[src/rtl/hazard_pkg.sv]
// rtl/hazard_pkg.sv - shared types for the hazard/forwarding controller
package hazard_pkg;

  typedef enum logic [1:0] {
    FWD_REG = 2'b00,
    FWD_WB  = 2'b01,
    FWD_MEM = 2'b10
  } fwd_sel_e;

  typedef enum logic [1:0] {
    IDLE = 2'b00,
    BUSY = 2'b01,
    DONE = 2'b10
  } muldiv_state_e;

endpackage

[src/rtl/fwd_port_sel.sv]
// rtl/fwd_port_sel.sv - forwarding source select for one EX read port
module fwd_port_sel
  import hazard_pkg::*;
#(
  parameter int REG_ADDR_W = 5
) (
  input  logic [REG_ADDR_W-1:0] i_ex_rs,
  input  logic                  i_regWrite_EXtoMEM,
  input  logic [REG_ADDR_W-1:0] i_writeReg_EXtoMEM,
  input  logic                  i_regWrite_MEMtoWB,
  input  logic [REG_ADDR_W-1:0] i_writeReg_MEMtoWB,
  output fwd_sel_e              o_sel
);

  logic w_hit_mem;
  logic w_hit_wb;

  // x0 is hardwired to zero, so a write to it must never be forwarded
  assign w_hit_mem = i_regWrite_EXtoMEM && (i_writeReg_EXtoMEM != '0) &&
                     (i_writeReg_EXtoMEM == i_ex_rs);
  assign w_hit_wb  = i_regWrite_MEMtoWB && (i_writeReg_MEMtoWB != '0) &&
                     (i_writeReg_MEMtoWB == i_ex_rs);

  always_comb begin
    o_sel = FWD_REG;
    if (w_hit_mem) begin
      o_sel = FWD_MEM;
    end else if (w_hit_wb) begin
      o_sel = FWD_WB;
    end
  end

endmodule

[src/rtl/hazard_forward_unit.sv]
// rtl/hazard_forward_unit.sv - forwarding, load-use, MUL/DIV hold, branch flush and stall counter
module hazard_forward_unit
  import hazard_pkg::*;
#(
  parameter int NUM_RD_PORTS = 2,
  parameter int REG_ADDR_W   = 5,
  parameter int MULDIV_LAT   = 4,
  parameter int STALL_CNT_W  = 16
) (
  input  logic                               i_clk,
  input  logic                               i_rst_n,
  input  logic [NUM_RD_PORTS*REG_ADDR_W-1:0] i_id_rs,
  input  logic [NUM_RD_PORTS-1:0]            i_id_rs_used,
  input  logic [NUM_RD_PORTS*REG_ADDR_W-1:0] i_ex_rs,
  input  logic [REG_ADDR_W-1:0]              i_ex_rd,
  input  logic                               i_ex_mem_read,
  input  logic                               i_ex_muldiv_start,
  input  logic                               i_branch_taken_ex,
  input  logic                               i_regWrite_EXtoMEM,
  input  logic [REG_ADDR_W-1:0]              i_writeReg_EXtoMEM,
  input  logic                               i_regWrite_MEMtoWB,
  input  logic [REG_ADDR_W-1:0]              i_writeReg_MEMtoWB,
  output logic [2*NUM_RD_PORTS-1:0]          o_forward_sel,
  output logic                               o_stall_if,
  output logic                               o_stall_id,
  output logic                               o_stall_ex,
  output logic                               o_flush_id,
  output logic                               o_flush_ex,
  output logic                               o_muldiv_done,
  output logic [STALL_CNT_W-1:0]             o_stall_count
);

  localparam int CNT_W = (MULDIV_LAT > 3) ? $clog2(MULDIV_LAT - 2) : 1;
  localparam logic [CNT_W-1:0] CNT_INIT = CNT_W'((MULDIV_LAT > 2) ? MULDIV_LAT - 3 : 0);

  if (MULDIV_LAT < 2) begin : g_bad_lat
    $error("hazard_forward_unit: MULDIV_LAT must be at least 2");
  end

  muldiv_state_e             r_state;
  logic [CNT_W-1:0]          r_cnt;
  logic [STALL_CNT_W-1:0]    r_stall_cnt;
  logic [NUM_RD_PORTS-1:0]   w_lu_hit;
  logic [2*NUM_RD_PORTS-1:0] w_fwd;
  logic w_load_use;
  logic w_start;
  logic w_stall_if, w_stall_id, w_stall_ex, w_flush_id, w_flush_ex;

  for (genvar k = 0; k < NUM_RD_PORTS; k++) begin : g_port
    fwd_sel_e w_sel;

    fwd_port_sel #(.REG_ADDR_W(REG_ADDR_W)) u_sel (
      .i_ex_rs            (i_ex_rs[k*REG_ADDR_W +: REG_ADDR_W]),
      .i_regWrite_EXtoMEM (i_regWrite_EXtoMEM),
      .i_writeReg_EXtoMEM (i_writeReg_EXtoMEM),
      .i_regWrite_MEMtoWB (i_regWrite_MEMtoWB),
      .i_writeReg_MEMtoWB (i_writeReg_MEMtoWB),
      .o_sel              (w_sel)
    );

    assign w_fwd[2*k +: 2] = w_sel;
    assign w_lu_hit[k]     = i_id_rs_used[k] &&
                             (i_id_rs[k*REG_ADDR_W +: REG_ADDR_W] == i_ex_rd);
  end

  assign w_load_use = i_ex_mem_read && (i_ex_rd != '0) && (|w_lu_hit);
  // A taken branch squashes the MUL/DIV sitting in EX, so it never starts
  assign w_start    = (r_state == IDLE) && i_ex_muldiv_start && !i_branch_taken_ex;

  always_comb begin
    w_stall_if = 1'b0;
    w_stall_id = 1'b0;
    w_stall_ex = 1'b0;
    w_flush_id = 1'b0;
    w_flush_ex = 1'b0;
    unique case (r_state)
      IDLE: begin
        if (i_branch_taken_ex) begin
          w_flush_id = 1'b1;
          w_flush_ex = 1'b1;
        end else if (w_start) begin
          w_stall_if = 1'b1;
          w_stall_id = 1'b1;
          w_stall_ex = 1'b1;
        end else if (w_load_use) begin
          w_stall_if = 1'b1;
          w_stall_id = 1'b1;
          w_flush_ex = 1'b1;
        end
      end
      BUSY: begin
        w_stall_if = 1'b1;
        w_stall_id = 1'b1;
        w_stall_ex = 1'b1;
      end
      default: begin
      end
    endcase
  end

  always_ff @(posedge i_clk or negedge i_rst_n) begin
    if (!i_rst_n) begin
      r_state <= IDLE;
      r_cnt   <= '0;
    end else begin
      unique case (r_state)
        IDLE: begin
          if (w_start) begin
            if (MULDIV_LAT == 2) begin
              r_state <= DONE;
            end else begin
              r_state <= BUSY;
              r_cnt   <= CNT_INIT;
            end
          end
        end
        BUSY: begin
          if (r_cnt == '0) begin
            r_state <= DONE;
          end else begin
            r_cnt <= r_cnt - CNT_W'(1);
          end
        end
        DONE:    r_state <= IDLE;
        default: r_state <= IDLE;
      endcase
    end
  end

  always_ff @(posedge i_clk or negedge i_rst_n) begin
    if (!i_rst_n) begin
      r_stall_cnt <= '0;
    end else if (w_stall_if && (r_stall_cnt != '1)) begin
      r_stall_cnt <= r_stall_cnt + STALL_CNT_W'(1);
    end
  end

  // Combinational outputs are gated so everything reads 0 while reset is held
  assign o_forward_sel = {(2*NUM_RD_PORTS){i_rst_n}} & w_fwd;
  assign o_stall_if    = i_rst_n & w_stall_if;
  assign o_stall_id    = i_rst_n & w_stall_id;
  assign o_stall_ex    = i_rst_n & w_stall_ex;
  assign o_flush_id    = i_rst_n & w_flush_id;
  assign o_flush_ex    = i_rst_n & w_flush_ex;
  assign o_muldiv_done = i_rst_n & (r_state == DONE);
  assign o_stall_count = r_stall_cnt;

endmodule

[config.mk]
export PLATFORM = sky130hd
export DESIGN_NAME = hazard_forward_unit
export DESIGN_NICKNAME = d
export VERILOG_FILES = /design/src/rtl/hazard_pkg.sv /design/src/rtl/fwd_port_sel.sv /design/src/rtl/hazard_forward_unit.sv
export SDC_FILE = /design/constraint.sdc
export NUM_CORES = 1
export LEC_CHECK = 0
export CORE_MARGIN = 1.5
export CORE_UTILIZATION = 36
export CTS_CLUSTER_DIAMETER = 40
export DETAILED_ROUTE_END_ITERATION = 10
export HOLD_SLACK_MARGIN = 0.05
export PLACE_DENSITY = 0.81
export SLEW_MARGIN = 20
export SYNTH_ARGS = -nofsm -noshare
export SYNTH_HDL_FRONTEND = slang
export SYNTH_SLANG_ARGS = --single-unit
[constraint.sdc]
create_clock -name i_clk -period 2.39 [get_ports i_clk]
set_input_delay 0.478 -clock i_clk [delete_from_list [all_inputs] [get_ports i_clk]]
set_output_delay 0.478 -clock i_clk [all_outputs]
set_load 0.01 [all_outputs]
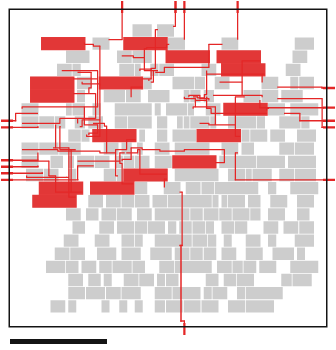
Figure 1: port wiring.
The bar under the picture is 20 um long.
`o_stall_count` -> red  # bits 16, direction output, end cells 16, wire 629 um

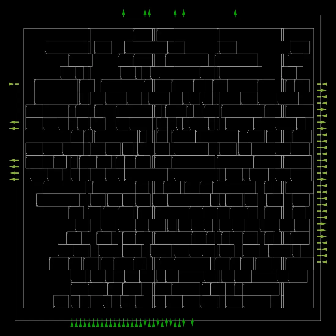
Figure 2: placed standard cells.
sequential share of cell area: 19.1%
Filler Cell Count: 304
post-layout utilization of the core: 66.8%
row cnt: 22

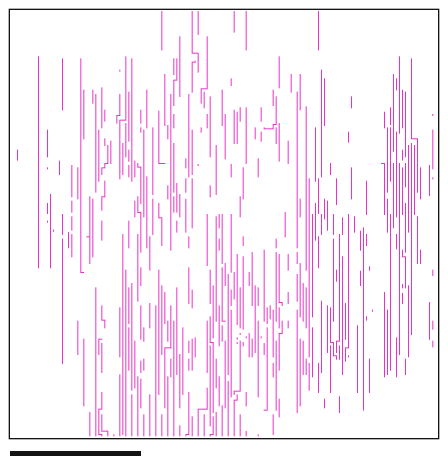
Figure 3: met2 routing.
The bar under the picture is 20 um long.
nets with wire on the layer = 258
longest straight run = 32.6 um

==> run_results.csv <==
group,metric,value,unit
routing,detail_route.vias_per_cell,5.04,
job,maxcap_viol_count,0,
floorplanning,tapcell.inserted,48,
final_layout,layout_top_cell_excl_fill_tap,"sky130_fd_sc_hd__xor2_1",
placement,count_of_buffers_inserted_at_the_top_level_ports,69,
cts,cts.repair.resized,127,
power_and_ir_drop,power.share.switching,36.5,%
synthesis,ys.flops,19,
cts,post_cts_hold_buffer_count,0,
routing,ant_nets,0,
timing,hold_slack,0.345,ns
power_and_ir_drop,power.ir.vdd_worst,0.000447,V
global_route,grt_remaining_overflow,0,
final_layout,clk_share,1.81,%
routing,routed-wl-met3,306,um
routing,route.detailed.drc,0,
run_status,result_of_the_run,"finished with violations",
run_status,failed_checks,"negative setup slack",
synthesis,synth-seq-area-share,33.9,%
final_layout,num-nets-final,284,
cts,htreeDepth,1,
global_route,busiest_layer,"met2",
final_layout,flow.area_growth_from_synthesis,76.9,%
cts,worst_skew_pair_latency,0.25,ns
final_layout,combGateArea,1050,um^2
routing,routedLengthMet1,1.78,mm
final_layout,area_dominant_class,"multi-input combinational cells",
global_route,globalRouteMet3Util,5.99,%
synthesis,top_cells_by_area,"sky130_fd_sc_hd__dfrtp_1 (34%), sky130_fd_sc_hd__xor2_1 (22%), sky130_fd_sc_hd__xnor2_1 (5.0%)",
timing,slew-limit-headroom,75.7,%
synthesis,post-synth-top-count-cell,"sky130_fd_sc_hd__xor2_1",
timing,setup_violations,4,
synthesis,asyncSetResetFlopFracSynth,100,%
timing,post-route-worst-setup-slack,-0.0493,ns
final_layout,post_layout_nonfiller_instances,286,
final_layout,count_of_inverters_not_on_the_clock_network_in_the_layout,1,
critical_path,crit_fanout,2,
final_layout,drive_above_1_share,35.3,%
floorplanning,chipHeight,65.4,um
final_layout,multiInputCombCellCount,117,
critical_path,crit_path_buffers_inverters,3,
cts,cts_num_sinks,19,
final_layout,non_clock_buffer_count,97,
power_and_ir_drop,pwr-share-comb,47.5,%
synthesis,yosysWarnings,0,
power_and_ir_drop,clk-power,0.000220,W
global_route,first_pass_grt_wire_length,6.53,mm
hold_path,hp-class,"in2async",
global_route,gr-usage-met2,38.4,%
placement,numPlacedInstances,280,
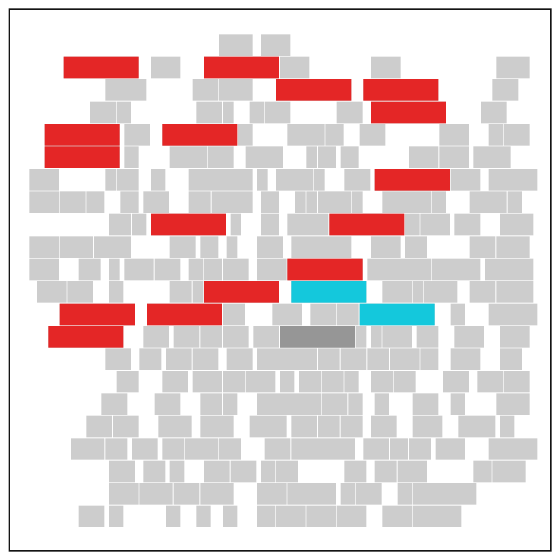
Figure 4: where the registers sit.
`r_state` -> cyan  # placed flops 2
`o_stall_count` -> red  # placed flops 16

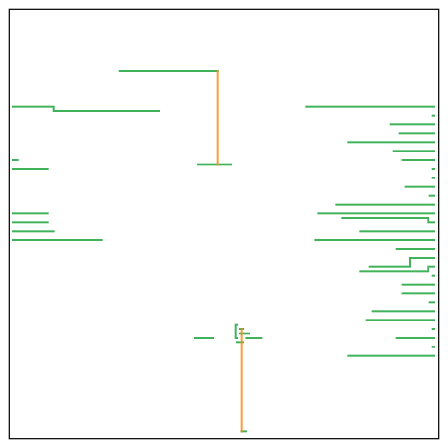
Figure 5: wiring by layer.
Two of the layers only.
met4 -> orange  # wire length 29.9 um
met3 -> green  # wire length 307 um
aggregate routed wire length: 4.30 mm
DR WL/cell: 15.0 um
Vias: 1441
global routing usage summed across all routing layers: 19.9%

cells by family after synthesis:
group                      after synthesis  synth area share, %
AOI/OAI and AO/OA                        8                 4.46
xor gates and xnor gates                44                 27.5
adders and majority gates                1                0.891
buffers and inverters                    4                 1.96
DFF                                     19                 33.9
muxes                                    3                 2.32
and+or+nand+nor                         61                 29.1
stage by stage:
step	cell area (um^2)	total power [W]	util, %	setup TNS, ns	worst slack, ns
floorplan	1410	0.000794	-	-0.0909	-0.0909
global placement	2340	0.00113	63.0	-11.89	-0.850
detailed placement	2340	0.00115	63.0	-13.15	-0.913
CTS	2410	0.00137	65.0	-0.249	-0.153
global route	2480	0.00148	66.8	-0.455	-0.152
finish	2480	0.00139	66.8	-0.101	-0.0493
registers in the layout (all words and copies together) (netlist names):
signal / flops
r_state: 2
r_cnt: 1
o_stall_count: 16
Power is estimated from default activity; no workload was simulated.
